`config.mk`:
```
export PLATFORM = sky130hd
export DESIGN_NAME = rs_eint
export DESIGN_NICKNAME = d
export VERILOG_FILES = /design/src/rtl/rs_eint_pkg.sv /design/src/rtl/rs_eint_age_matrix.sv /design/src/rtl/rs_eint.sv
export SDC_FILE = /design/constraint.sdc
export NUM_CORES = 1
export LEC_CHECK = 0
export CAP_MARGIN = 20
export CORE_MARGIN = 1.5
export CORE_UTILIZATION = 45
export DETAILED_ROUTE_END_ITERATION = 7
export PLACE_DENSITY_LB_ADDON = 0.15
export SYNTH_ARGS = -nofsm -noshare
export SYNTH_HDL_FRONTEND = slang
export SYNTH_SLANG_ARGS = --single-unit
export TNS_END_PERCENT = 10
```
`constraint.sdc`:
```
create_clock -name clk -period 3.55 [get_ports clk]
set_input_delay 0.71 -clock clk [delete_from_list [all_inputs] [get_ports clk]]
set_output_delay 0.71 -clock clk [all_outputs]
set_load 0.02 [all_outputs]
```
`src/rtl/rs_eint_pkg.sv`:
```
// rs_eint_pkg: shared types, sizes and the dispatch-time source-ready rule for the integer reservation station
package rs_eint_pkg;
  localparam int NUM_RS_ENTRIES_DEFAULT = 8;
  localparam int NUM_SOURCES = 2;
  typedef logic [$clog2(NUM_RS_ENTRIES_DEFAULT)-1:0] t_rs_id;
  typedef logic [5:0] t_prf_id;
  typedef logic [4:0] t_opreg;
  typedef logic [4:0] t_rob_id;
  typedef struct packed {
    logic [7:0] opcode;
    t_opreg dst;
    t_opreg [NUM_SOURCES-1:0] src;
  } t_uinstr;
  typedef struct packed {
    t_prf_id pdst;
    t_prf_id [NUM_SOURCES-1:0] psrc;
  } t_rename;
  typedef struct packed {
    t_uinstr uinstr;
    t_rob_id robid;
    t_rename rename;
  } t_uinstr_disp;
  // a source is ready on write if alloc says so, it is being written back right now, or it reads opreg 0
  function automatic logic src_rdy_on_write(input logic rdy, input logic wb_v, input t_prf_id wb_p,
                                            input t_prf_id psrc, input t_opreg opreg);
    return rdy | (wb_v && wb_p == psrc) | (opreg == '0);
  endfunction
endpackage

```
`src/rtl/rs_eint_age_matrix.sv`:
```
// rs_age_matrix: pairwise age tracking and oldest-eligible pick for the reservation station
module rs_age_matrix #(
  parameter int N = 8
) (
  input  logic                 clk,
  input  logic                 reset,
  input  logic                 i_wr_en,
  input  logic [$clog2(N)-1:0] i_wr_id,
  input  logic [N-1:0]         i_eligible,
  output logic [$clog2(N)-1:0] o_sel_id
);
  localparam int IW = $clog2(N);
  logic [N-1:0] r_older [N];
  // a newly written entry is younger than every other entry
  always_ff @(posedge clk or negedge reset)
    if (!reset)
      for (int i = 0; i < N; i++) r_older[i] <= '0;
    else if (i_wr_en)
      for (int i = 0; i < N; i++)
        if (IW'(i) == i_wr_id) r_older[i] <= '0;
        else r_older[i][i_wr_id] <= 1'b1;
  // the oldest eligible entry is older than every other eligible entry
  always_comb begin
    o_sel_id = '0;
    for (int i = 0; i < N; i++)
      o_sel_id = (i_eligible[i] && &(r_older[i] | ~i_eligible | (N'(1) << i))) ? IW'(i) : o_sel_id;
  end
endmodule

```
`src/rtl/rs_eint.sv`:
```
// rs_eint: integer reservation station with wakeup, issue select and flush; RS_AGE_ORDER_EN selects oldest-first issue
module rs_eint import rs_eint_pkg::*; #(
  parameter int NUM_RS_ENTRIES = NUM_RS_ENTRIES_DEFAULT
) (
  input  logic                   clk,
  input  logic                   reset,
  input  logic                   disp_valid_ex_rs0,
  input  t_uinstr_disp           disp_ex_rs0,
  input  logic [NUM_SOURCES-1:0] src_rdy_ex_rs0,
  output logic                   rs_stall_ex_rs0,
  input  logic                   wb_valid_rb0,
  input  t_prf_id                wb_pdst_rb0,
  input  logic                   nuke_rb1,
  input  logic                   ex_stall_rs1,
  output logic                   issue_valid_rs1,
  output t_uinstr_disp           issue_rs1
);
  localparam int IW = $clog2(NUM_RS_ENTRIES);
  logic [NUM_RS_ENTRIES-1:0] r_valid;
  t_uinstr_disp              r_payload [NUM_RS_ENTRIES];
  logic [NUM_SOURCES-1:0]    r_rdy [NUM_RS_ENTRIES];
  logic [NUM_RS_ENTRIES-1:0] w_eligible;
  logic [IW-1:0]             w_free_id;
  logic [IW-1:0]             w_sel_id;
  logic                      w_disp;
  logic                      w_issue;

  for (genvar e = 0; e < NUM_RS_ENTRIES; e++) begin : g_elig
    assign w_eligible[e] = r_valid[e] & (&r_rdy[e]);
  end

  assign rs_stall_ex_rs0 = &r_valid;
  assign issue_valid_rs1 = (|w_eligible) & ~nuke_rb1;
  assign issue_rs1       = issue_valid_rs1 ? r_payload[w_sel_id] : '0;
  assign w_disp          = disp_valid_ex_rs0 & ~rs_stall_ex_rs0 & ~nuke_rb1;
  assign w_issue         = issue_valid_rs1 & ~ex_stall_rs1;

  // lowest-index free entry receives the next dispatch
  always_comb begin
    w_free_id = '0;
    for (int i = NUM_RS_ENTRIES-1; i >= 0; i--) w_free_id = r_valid[i] ? w_free_id : IW'(i);
  end

`ifdef RS_AGE_ORDER_EN
  rs_age_matrix #(.N(NUM_RS_ENTRIES)) u_age (
    .clk        (clk),
    .reset      (reset),
    .i_wr_en    (w_disp),
    .i_wr_id    (w_free_id),
    .i_eligible (w_eligible),
    .o_sel_id   (w_sel_id)
  );
`else
  // lowest-index eligible entry issues
  always_comb begin
    w_sel_id = '0;
    for (int i = NUM_RS_ENTRIES-1; i >= 0; i--) w_sel_id = w_eligible[i] ? IW'(i) : w_sel_id;
  end
`endif

  // occupancy: flush clears everything, otherwise free the issued entry and claim the dispatched one
  always_ff @(posedge clk or negedge reset)
    if (!reset) r_valid <= '0;
    else if (nuke_rb1) r_valid <= '0;
    else begin
      if (w_issue) r_valid[w_sel_id] <= 1'b0;
      if (w_disp) r_valid[w_free_id] <= 1'b1;
    end

  // payload capture on dispatch and wakeup of waiting sources on writeback
  always_ff @(posedge clk)
    for (int i = 0; i < NUM_RS_ENTRIES; i++)
      if (w_disp && w_free_id == IW'(i)) begin
        r_payload[i] <= disp_ex_rs0;
        for (int s = 0; s < NUM_SOURCES; s++)
          r_rdy[i][s] <= src_rdy_on_write(src_rdy_ex_rs0[s], wb_valid_rb0, wb_pdst_rb0,
                                          disp_ex_rs0.rename.psrc[s], disp_ex_rs0.uinstr.src[s]);
      end else if (r_valid[i] && wb_valid_rb0)
        for (int s = 0; s < NUM_SOURCES; s++)
          if (r_payload[i].rename.psrc[s] == wb_pdst_rb0) r_rdy[i][s] <= 1'b1;

`ifdef SIMULATION
  // trace each accepted issue alongside the other pipeline units
  always_ff @(posedge clk)
    if (w_issue) $display("UINFO unit:RS robid:0x%0h pdst:0x%0h", issue_rs1.robid, issue_rs1.rename.pdst);
`endif
endmodule

```
met1.png
Scale bar: 50 µm. Supply wires on this layer in grey.
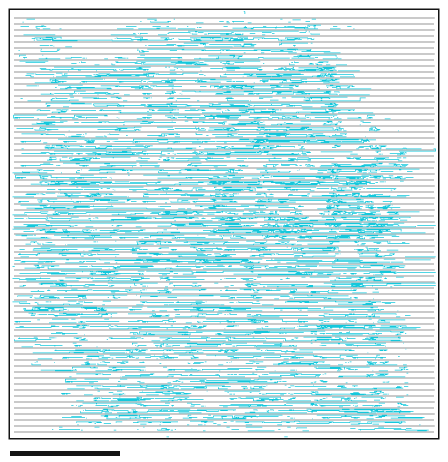
longest straight run: 55.2 µm
nets with wire on the layer: 1149
main direction: horizontal
share of all routed wire: 44%
wire length on this layer: 19100 µm

met2.png
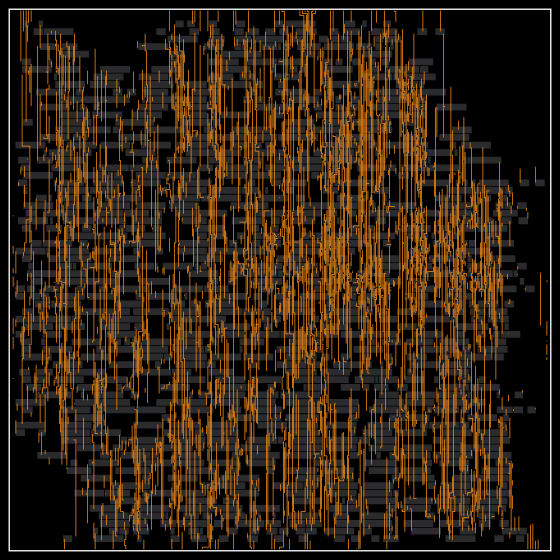
main direction: vertical
share of all routed wire: 49%
nets with wire on the layer: 1083

met3.png
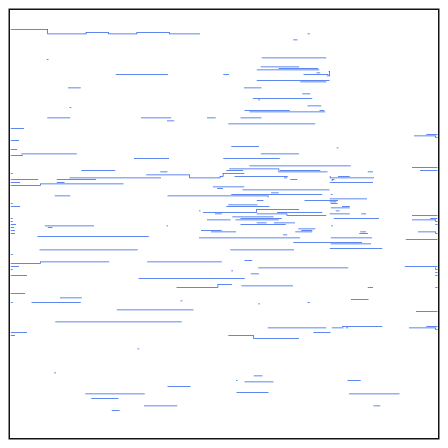
share of all routed wire: 5.7%
nets with wire on the layer: 132
longest straight run: 57.0 µm
vias: 10050
met3 Use GR: 3.722%
final wirelength: 43.68 mm

met4.png
Supply wires on this layer in grey.
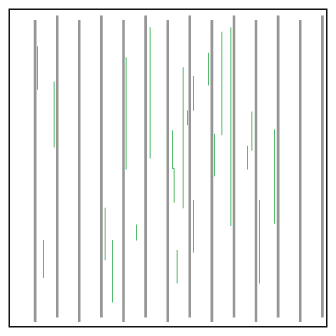
share of all routed wire: 2.1%
main direction: vertical
wire length on this layer: 909 µm
nets with wire on the layer: 14

final_congestion.png
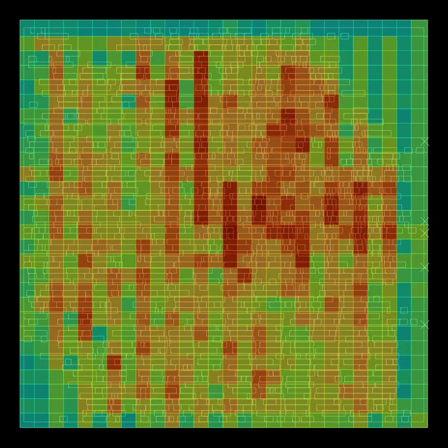
total track usage: 22.98%
M1 GR Usage: 32.14%
grt met2 use: 37.65%

==> run summary <==
impl run done, here's what came out: status finished with violations, failing checks design-rule violations, negative setup slack, Top cell area share between 70 and 80%, CTS Buf Count approximately 40, worst setup margin -0.01138 ns, minimum clock period about 3.6 ns, FP Rows 69, via-per-instance ratio about 6, PortBufs roughly 110, sum of buffers and inverters on the critical path 3, most frequent cells in the layout edfxtp_1, clkdlybuf4s50_1, xnor2_1, xor2_1, nor2_1, CP top delay family buffers and inverters, RSZ-0062 raised after global routing yes, DRC viols 5, drt pass-1 iters 7, total of max-cap violations 0, required time worst endpoint roughly 2.8 ns, Top cells by area edfxtp_1, o32ai_2, xnor2_1, routed len/inst roughly 26 µm, layout overhead on the synthesized area 21.38%, OpenROAD warnings 28, CTS H-tree depth 2, Critical R2R Launch r_valid[7]$_DFF_PN0_, final setup vio count 1, syn nets between 1000 and 1500, YS chip area 16430 µm², initial drt markers between 800 and 900
cell type report:
cell class | count | area [µm²]
Fill cell | 2902 | 15800
Multi-Input combinational cell | 543 | 4447
Clock inverter | 25 | 176.4
Timing Repair Buffer | 178 | 1897
Clock buffer | 48 | 1074
Tap cell | 461 | 576.8
Sequential cell | 392 | 11720
Inverter | 11 | 46.29
logic make-up after synthesis:
logic type / after synthesis / synth area share, %
and+or+nand+nor: 175 / 5.279
xor gates and xnor gates: 108 / 5.759
DFF: 392 / 71.36
buffers and inverters: 85 / 2.575
AOI/OAI and AO/OA: 259 / 14.97
muxes: 1 / 0.06094
per-layer routing:
metal	vias to the layer above	routed length [µm]	global-route usage, %
li1	4475	-	-
met1	5208	19090	32.14
met2	315	21180	37.65
met3	53	2500	3.722
met4	0	909	5.729
met5	-	0	0
state kept, by name, indices dropped and copies added (netlist names):
signal	count
r_rdy	16
r_payload	368
r_valid	8
Yosys cell counts, drive strengths merged:
master and n:
a211oi 3, a21oi 6, a221oi 3, a31oi 1, a41o 1, a41oi 2
and2 2, and3 6, buf 49, clkbuf 25, dfrtp 8, dfxtp 1
edfxtp 383, inv 11, mux2i 1, nand2 43, nand2b 3, nand3 15
nand4 18, nand4b 3, nor2 56, nor2b 1, nor3 6, nor4 19
nor4b 1, o2111ai 2, o211a 1, o211ai 4, o21a 1, o21ai 9
o221ai 45, o22a 45, o22ai 45, o32a 46, o32ai 45, or4 2
xnor2 54, xor2 54
through the flow:
step	util (%)	power, mW	cells	area, µm²
after floorplan	-	5.430	1020	16430
after global placement	51.70	5.654	1578	18480
after detailed placement	51.70	5.658	1578	18480
after CTS	55.73	9.640	1658	19920
after global routing	55.78	9.835	1658	19940
final	55.78	9.585	1658	19940
what timing repair did:
item                       in CTS  in global routing
pin swaps                       3                  0
buffers inserted                5                  0
gates resized                 113                 24
setup endpoints to repair      46                 46
gates cloned                    2                  0
worst min path at each step:
stage / startpoint / end / slack, ns / cells after the start
global placement: r_rdy[1][0]$_DFF_P_ / r_rdy[1][0]$_DFF_P_ / 0.55 / 2
finish: reset / r_valid[4]$_DFF_PN0_ / 0.49 / 1
global route: reset / r_valid[4]$_DFF_PN0_ / 0.50 / 1
floorplan: reset / r_valid[0]$_DFF_PN0_ / 0.41 / 0
CTS: reset / r_valid[4]$_DFF_PN0_ / 0.48 / 1
detailed placement: r_rdy[1][0]$_DFF_P_ / r_rdy[1][0]$_DFF_P_ / 0.56 / 2
report_power, final:
part / internal, mW / switching (mW) / leakage (nW) / total, mW
logic: 0.165 / 0.255 / 2.31 / 0.420
clock network: 2.30 / 1.72 / 0.610 / 4.02
registers: 5.13 / 0.0145 / 3.58 / 5.14
total: 7.59 / 1.99 / 6.50 / 9.58
Power and IR drop assume default switching activity.
